Run 1, sequential cells colored by netlist name:
Other sequential cells in the stronger gray, the rest of the logic in the fainter gray.
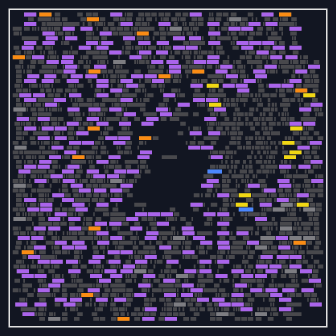
Run 1, gate-type map:
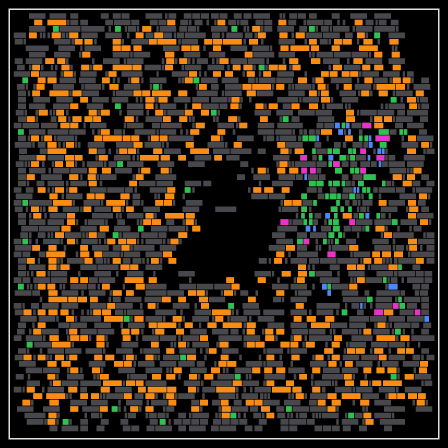
Run 1, floorplan with the power grid:
Pins as bars on the die edge.
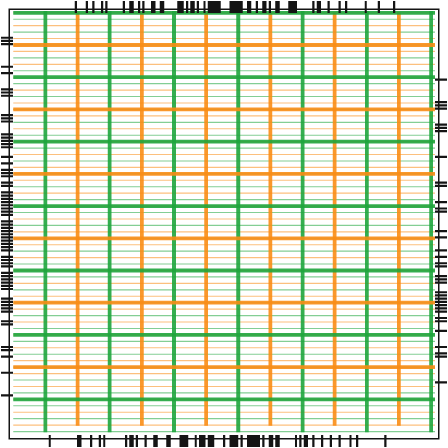
Run 1, close-up of the layout:
Window x 20 to 70, y 111 to 161 µm. Cells in gray, sequential cells in the stronger gray; small squares are vias.
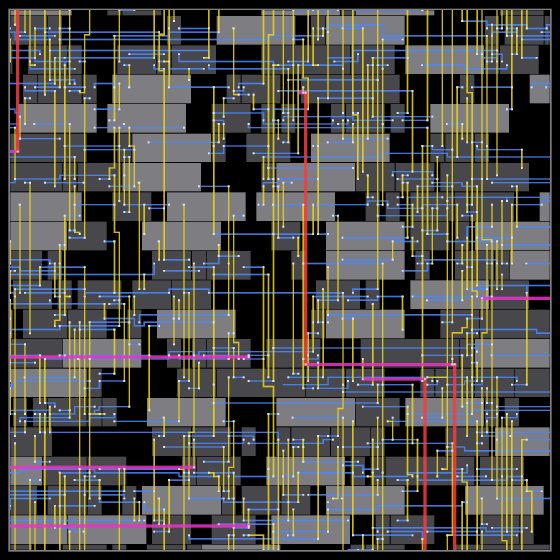
==> config.mk <==
export PLATFORM = sky130hd
export DESIGN_NAME = fft_but_unload
export DESIGN_NICKNAME = d
export VERILOG_FILES = /design/src/rtl/fft_pkg.sv /design/src/rtl/fft_but_slot_buf.sv /design/src/rtl/fft_but_unload.sv
export SDC_FILE = /design/constraint.sdc
export NUM_CORES = 1
export LEC_CHECK = 0
export CORE_UTILIZATION = 55
export CTS_CLUSTER_DIAMETER = 50
export CTS_CLUSTER_SIZE = 24
export DETAILED_ROUTE_END_ITERATION = 8
export GPL_TIMING_DRIVEN = 0
export HOLD_SLACK_MARGIN = 0.08
export PLACE_DENSITY_LB_ADDON = 0.25
export REMOVE_ABC_BUFFERS = 1
export SLEW_MARGIN = 10
export SYNTH_ARGS = -nofsm -noshare
export SYNTH_HDL_FRONTEND = slang
export SYNTH_HIERARCHICAL = 1
export SYNTH_SLANG_ARGS = --single-unit
==> constraint.sdc <==
create_clock -name iCLK -period 5.4 [get_ports iCLK]
set_clock_uncertainty 0.15 [all_clocks]
set_input_delay 1.08 -clock iCLK [delete_from_list [all_inputs] [get_ports iCLK]]
set_output_delay 1.08 -clock iCLK [all_outputs]
set_load 0.01 [all_outputs]
==> reports/metrics.cfg, run 1 <==
[yosys]
ys.flop_type=dfxtp_1
synthCells=1801
synthArstFlopShare_pct=0
yosysCellCount=1801
ys_ff=367
synthDistinctLibCells=58
synth-edff-count=0
ys_chip_area_um2=17600
yosysSeqAreaShare_pct=41.8
ys_warn_count=6
syn-cell-area_um2=17600
syn-mean-instance-area_um2=9.75

[sta]
fin_hold_ws_ns=0.295
post-route-min-period_ns=4.81
tightest_slew_ns=0.874
slew_viol_final=0
rsz0062_at_grt=no
hold_viol_final=0
fmax_ghz=0.208
setup_viol=0
setup_slack_ns=0.589
finalClockPeriodUsage_pct=89.1
max_slew_margin_pct=41.7

[critical_path]
critPathKind=reg -> reg
worstSetupEndpointType=flop
worstPathArrival_ns=5.04
crit_required_ns=5.63
cp_max_fo=45
reg2reg_depth=17
r2r_setup_slack_ns=0.59
cp-start-kind=flop

[routing]
post_drt_wl_per_cell_um=16.8
drtIter0Drc=712
dr.pass1.iters=5
postRouteAntennaNets=0
wl_um=39700
num_vias=12900

[status]
outcome=finished, final reports clean

[clock_network]
cts_sinks=367
cts_tree=built
ctsResizeCount=0
insertion_delay_ns=0.55
cts_buffers=39
post_cts_buffers=0
root_buffer=clkbuf_16
hold_buffers=0
cts.clk_slew.worst_paths_ns=0.07
ctsLongestPathBuffers=3
htree_levels=2

[global_routing]
grt_max_degree=158
grt_pass1_vias=13200
grtUsageTotal_pct=24.1
met2_usage_pct=42.3
grt_overflow=0
top_usage_layer=met2
antenna_found_initial=4
use_met3_pct=4.78
met1_usage_pct=29.3
grt_pass1_wl_um=64800

[floorplanning]
io-pin-count=208
die_area_um2=32700
rows=65
floorplan.core_util_pct=55.8
fp.dieH_um=181
die_w_um=181

[flow_run]
max_cap_viol_count=0
warning_count=39

[min_path]
min_delay_path_depth=2
hold_path.class=reg -> reg

[cells_and_area]
fill_cells=2461
nets=2112
final_cell_mix=nand2_1, dfxtp_1, mux2i_1
largest_register_ffs=314
drive_above_1_share_pct=15.3
syn_to_final_growth_pct=21.0
layout_top_cell=nand2_1

[pwr]
p_per_area_nw_per_um2=322
p_leak_nw=9.23

[place]
place_ws_ns=0.582
place.gp.congestion=0.792
dp_hpwl_um=25300
port_buffers=207

Back to the opening pictures, 'sequential cells colored by netlist name':
color	netlist name	flops
blue	leg_q	2
orange	oWR_RE	17
purple	u_slot_buf/slot_q	314
yellow	oWR_ADDR	10
not colored	24
Final Util: 67.5%
register area: 7360 µm²
seq pwr: 0.00299 W
flop share of the area: 34.6%

Back to the opening pictures, 'gate-type map':
color	family	cells
orange	mux cells	510
magenta	non-inverting ao/oa cells	16
green	aoi and oai cells	102
blue	nor cells	24
non-filler cells, final: 2,362
logic share of the area: 44.4%

Back to the opening pictures, 'floorplan with the power grid':
color	net
orange	VDD
green	VSS
met5 straps	13
rows	65
signal pins	208
worst IR drop on VDD: 0.279 mV
core area: 31,500 µm²

Back to the opening pictures, 'close-up of the layout':
color	layer
yellow	M2
blue	M1
red	M4
magenta	M3
cells with their middle in the window	165
sequential cells in the window	37
most frequent	nand2_1 (57), dfxtp_1 (37), mux2i_1 (35)

==> run 1: routing by layer <==
metal	up-vias	wire, µm
met1	6181	17300
li1	6410	-
met2	247	19500
met3	81	1800
met5	-	17
met4	2	966
==> run 1: cell type report <==
class / count / area, µm² / area share [%]
clock buffer: 44 / 1040 / 4.87
sequential: 367 / 7360 / 34.6
antenna: 2 / 5.00 / 0.0235
tap: 402 / 503 / 2.37
multi-input combinational: 1281 / 9440 / 44.4
clock inverter: 25 / 322 / 1.51
timing repair buffer: 226 / 2530 / 11.9
inverter: 15 / 56.3 / 0.265
==> run 1: stage by stage <==
| stage | cell area, µm² | cells | setup TNS (ns) | total power (W) |
|---|---|---|---|---|
| floorplan | 16800 | 1663 | -659.76 | 0.00374 |
| global placement | 19400 | 2272 | -3396.12 | 0.00427 |
| detailed placement | 19900 | 2291 | 0 | 0.00411 |
| CTS | 21200 | 2360 | 0 | 0.00691 |
| global route | 21300 | 2361 | 0 | 0.00714 |
| finish | 21300 | 2362 | 0 | 0.00685 |
==> run 1: power breakdown <==
| part | leakage (nW) | total, W | internal [W] | switching, W |
|---|---|---|---|---|
| clock | 0.665 | 0.00281 | 0.00158 | 0.00122 |
| sequential | 3.00 | 0.00299 | 0.00287 | 0.000123 |
| combinational | 5.57 | 0.00105 | 0.000550 | 0.000500 |
==> run 1: critical path, stage by stage, from the launching register on <==
cell	delay, ns
dfxtp_4	0.64
buf_12	0.29
buf_16	0.26
mux2_2	0.26
ha_1	0.27
inv_1	0.09
fa_1	0.38
nand2b_1	0.20
a21oi_1	0.36
a211oi_1	0.11
a21oi_1	0.14
a21oi_1	0.09
ha_1	0.40
o21a_1	0.22
o211ai_1	0.27
mux2i_2	0.31
xnor2_1	0.15
a21oi_1	0.08
==> run 1: cells in the mapped netlist (5+ instances only) <==
cell type	n	area share [%]
mux4_2	34	4.4
xnor2_1	9	0.45
nor2b_1	6	0.21
xor2_1	6	0.30
inv_1	15	0.32
mux2_2	160	10
a21boi_0	21	0.90
buf_2	43	1.2
o21ai_0	14	0.40
nand3_1	8	0.23
nor2_1	12	0.26
buf_6	16	1.0
a21boi_1	17	0.73
a21oi_1	21	0.60
and2_1	5	0.18
ha_1	20	1.4
nand2_1	560	12
a221oi_1	7	0.35
mux2i_1	315	18
dfxtp_1	367	42
buf_4	6	0.26
nor3_1	5	0.14
clkbuf_1	66	1.4
==> run 1: logic make-up (layout without fill, tap and decap cells) <==
| kind of cell | count (synthesis) | count (layout) | synth area share [%] |
|---|---|---|---|
| AOI/OAI and AO/OA | 118 | 118 | 4.78 |
| xor gates and xnor gates | 15 | 15 | 0.748 |
| adders and majority gates | 22 | 22 | 1.65 |
| buffers and inverters | 153 | 310 | 4.56 |
| DFF | 367 | 367 | 41.8 |
| muxes | 510 | 510 | 32.6 |
| other | 0 | 2 | 0 |
| and+or+nand+nor | 616 | 616 | 13.8 |
==> run 2: changes to the inputs <==
==> constraint.sdc (replaced) <==
create_clock -name iCLK -period 6 [get_ports iCLK]
set_clock_uncertainty 0.15 [all_clocks]
set_input_delay 1.2 -clock iCLK [delete_from_list [all_inputs] [get_ports iCLK]]
set_output_delay 1.2 -clock iCLK [all_outputs]
set_load 0.01 [all_outputs]
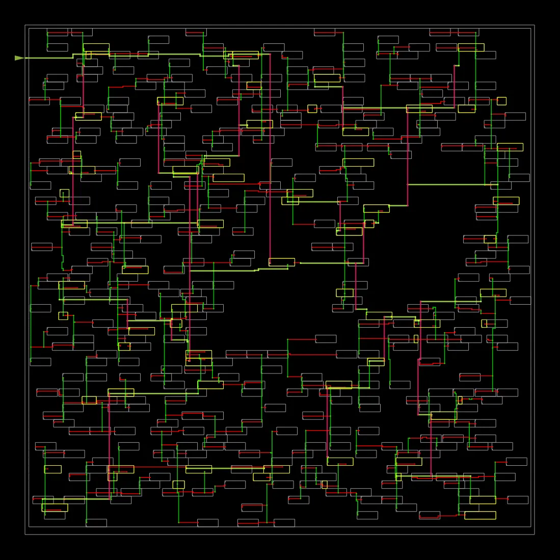
Run 2: clock wiring as the flow saved it
clock buf count: 44
Seq cells: 367
Clock Power: 0.00253 W
clk sinks: 367

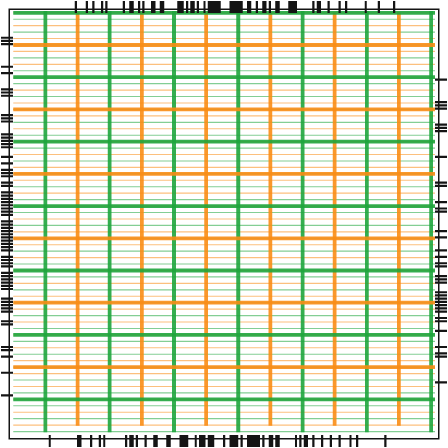
Run 2: floorplan with the power grid
Pins as bars on the die edge.
color	net
green	VSS
orange	VDD
met5 straps	13
signal pins	208
DIE HEIGHT: 181 µm
DIE WIDTH: 181 µm
worst IR drop on VDD: 0.251 mV

==> run 2 against run 1 <==
First-iteration DRC count is the same. Clock power is about 10% lower. Utilization did not move. Largest cell class unchanged. Highest routed layer unchanged.
==> reports/metrics.cfg, run 2 <==
[critical_path]
worstPathArrival_ns=5.04  ; about the same
r2r_setup_slack_ns=1.19  ; +0.60 ns
crit_required_ns=6.23  ; +0.60 ns
worstSetupEndpointType=flop
reg2reg_depth=17  ; unchanged

[clock_network]
hold_buffers=0  ; unchanged
cts.clk_slew.worst_paths_ns=0.07  ; about the same
cts_tree=built
ctsLongestPathBuffers=3  ; unchanged
ctsResizeCount=0  ; unchanged

[yosys]
top_cell_area_share_pct=41.8  ; unchanged
ys_ff=367  ; unchanged
top_cells_by_area=dfxtp_1, mux2i_1, nand2_1, mux2_2, mux4_2
ys_warn_count=6  ; unchanged
top_cell=nand2_1
simple_gate_area_share_pct=13.8  ; unchanged
syn-mean-instance-area_um2=9.75  ; unchanged
logic_family=multiplexers
synthArstFlopShare_pct=0  ; unchanged
synthDistinctLibCells=58  ; unchanged

[sta]
fmax_ghz=0.208  ; unchanged
finalClockPeriodUsage_pct=80.2  ; -8.9 points
post-route-min-period_ns=4.81  ; +0.00000300 ns
setup_viol=0  ; unchanged
tightest_slew_ns=0.874  ; unchanged

[status]
outcome=finished, final reports clean

[routing]
postRouteAntennaNets=0  ; unchanged
wl_um=39700  ; unchanged
num_vias=12900  ; unchanged

[cells_and_area]
fin_util_pct=67.5  ; unchanged
nets=2112  ; unchanged

[place]
place.gp.congestion=0.792  ; unchanged
dp_hpwl_um=25300  ; unchanged
placed_area_um2=19900  ; unchanged

[flow_run]
warning_count=39  ; unchanged
max_cap_viol_count=0  ; unchanged

[global_routing]
grt_pass1_vias=13200  ; unchanged

[floorplanning]
floorplan.core_util_pct=55.8  ; unchanged
rows=65  ; unchanged
core_area_um2=31500  ; unchanged

run 2: worst max-delay path, cell delays in order, from the launching register on:
cell      delay [ns]
dfxtp_4         0.64
buf_12          0.29
buf_16          0.26
mux2_2          0.26
ha_1            0.27
inv_1           0.09
fa_1            0.38
nand2b_1        0.20
a21oi_1         0.36
a211oi_1        0.11
a21oi_1         0.14
a21oi_1         0.09
ha_1            0.40
o21a_1          0.22
o211ai_1        0.27
mux2i_2         0.31
xnor2_1         0.15
a21oi_1         0.08
run 2: cells by family (layout without fill, tap and decap cells):
| logic type | count (synthesis) | count (layout) |
|---|---|---|
| AND/OR/NAND/NOR | 616 | 616 |
| multiplexers | 510 | 510 |
| flip-flops | 367 | 367 |
| buffers and inverters | 153 | 310 |
| AND-OR/OR-AND | 118 | 118 |
| adder cells (fa/ha/maj) | 22 | 22 |
| XOR/XNOR | 15 | 15 |
| other | 0 | 2 |
run 2: cell type report:
cell class                 count  area, µm²  share of cell area [%]
clock inverter                25        322                    1.51
inverter                      15       56.3                   0.265
sequential                   367       7360                    34.6
clock buffer                  44       1040                    4.87
tap                          402        503                    2.37
antenna                        2       5.00                  0.0235
multi-input combinational   1281       9440                    44.4
timing repair buffer         226       2530                    11.9
run 2: layer usage:
| layer | vias up | global-route usage (%) | part of all wire [%] | wire [µm] |
|---|---|---|---|---|
| met1 | 6181 | 29.3 | 44 | 17300 |
| met3 | 81 | 4.78 | 4.5 | 1800 |
| met4 | 2 | 8.07 | 2.4 | 966 |
| met5 | - | 0 | 0.043 | 17 |
| met2 | 247 | 42.3 | 49 | 19500 |
| li1 | 6410 | - | - | - |
run 2: report_power, final:
| group | switching (W) | internal, W | leakage [nW] |
|---|---|---|---|
| Clock | 0.00110 | 0.00143 | 0.665 |
| Combinational | 0.000450 | 0.000495 | 5.57 |
| Sequential | 0.000111 | 0.00258 | 3.00 |
run 2: per-stage QoR:
step                      worst slack, ns  setup TNS (ns)
after global placement              -9.37        -3219.96
after detailed placement             1.18               0
after CTS                            1.19               0
after floorplan                     -1.81         -480.46
final                                1.19               0
after global routing                0.942               0
Power and IR drop assume default switching activity.
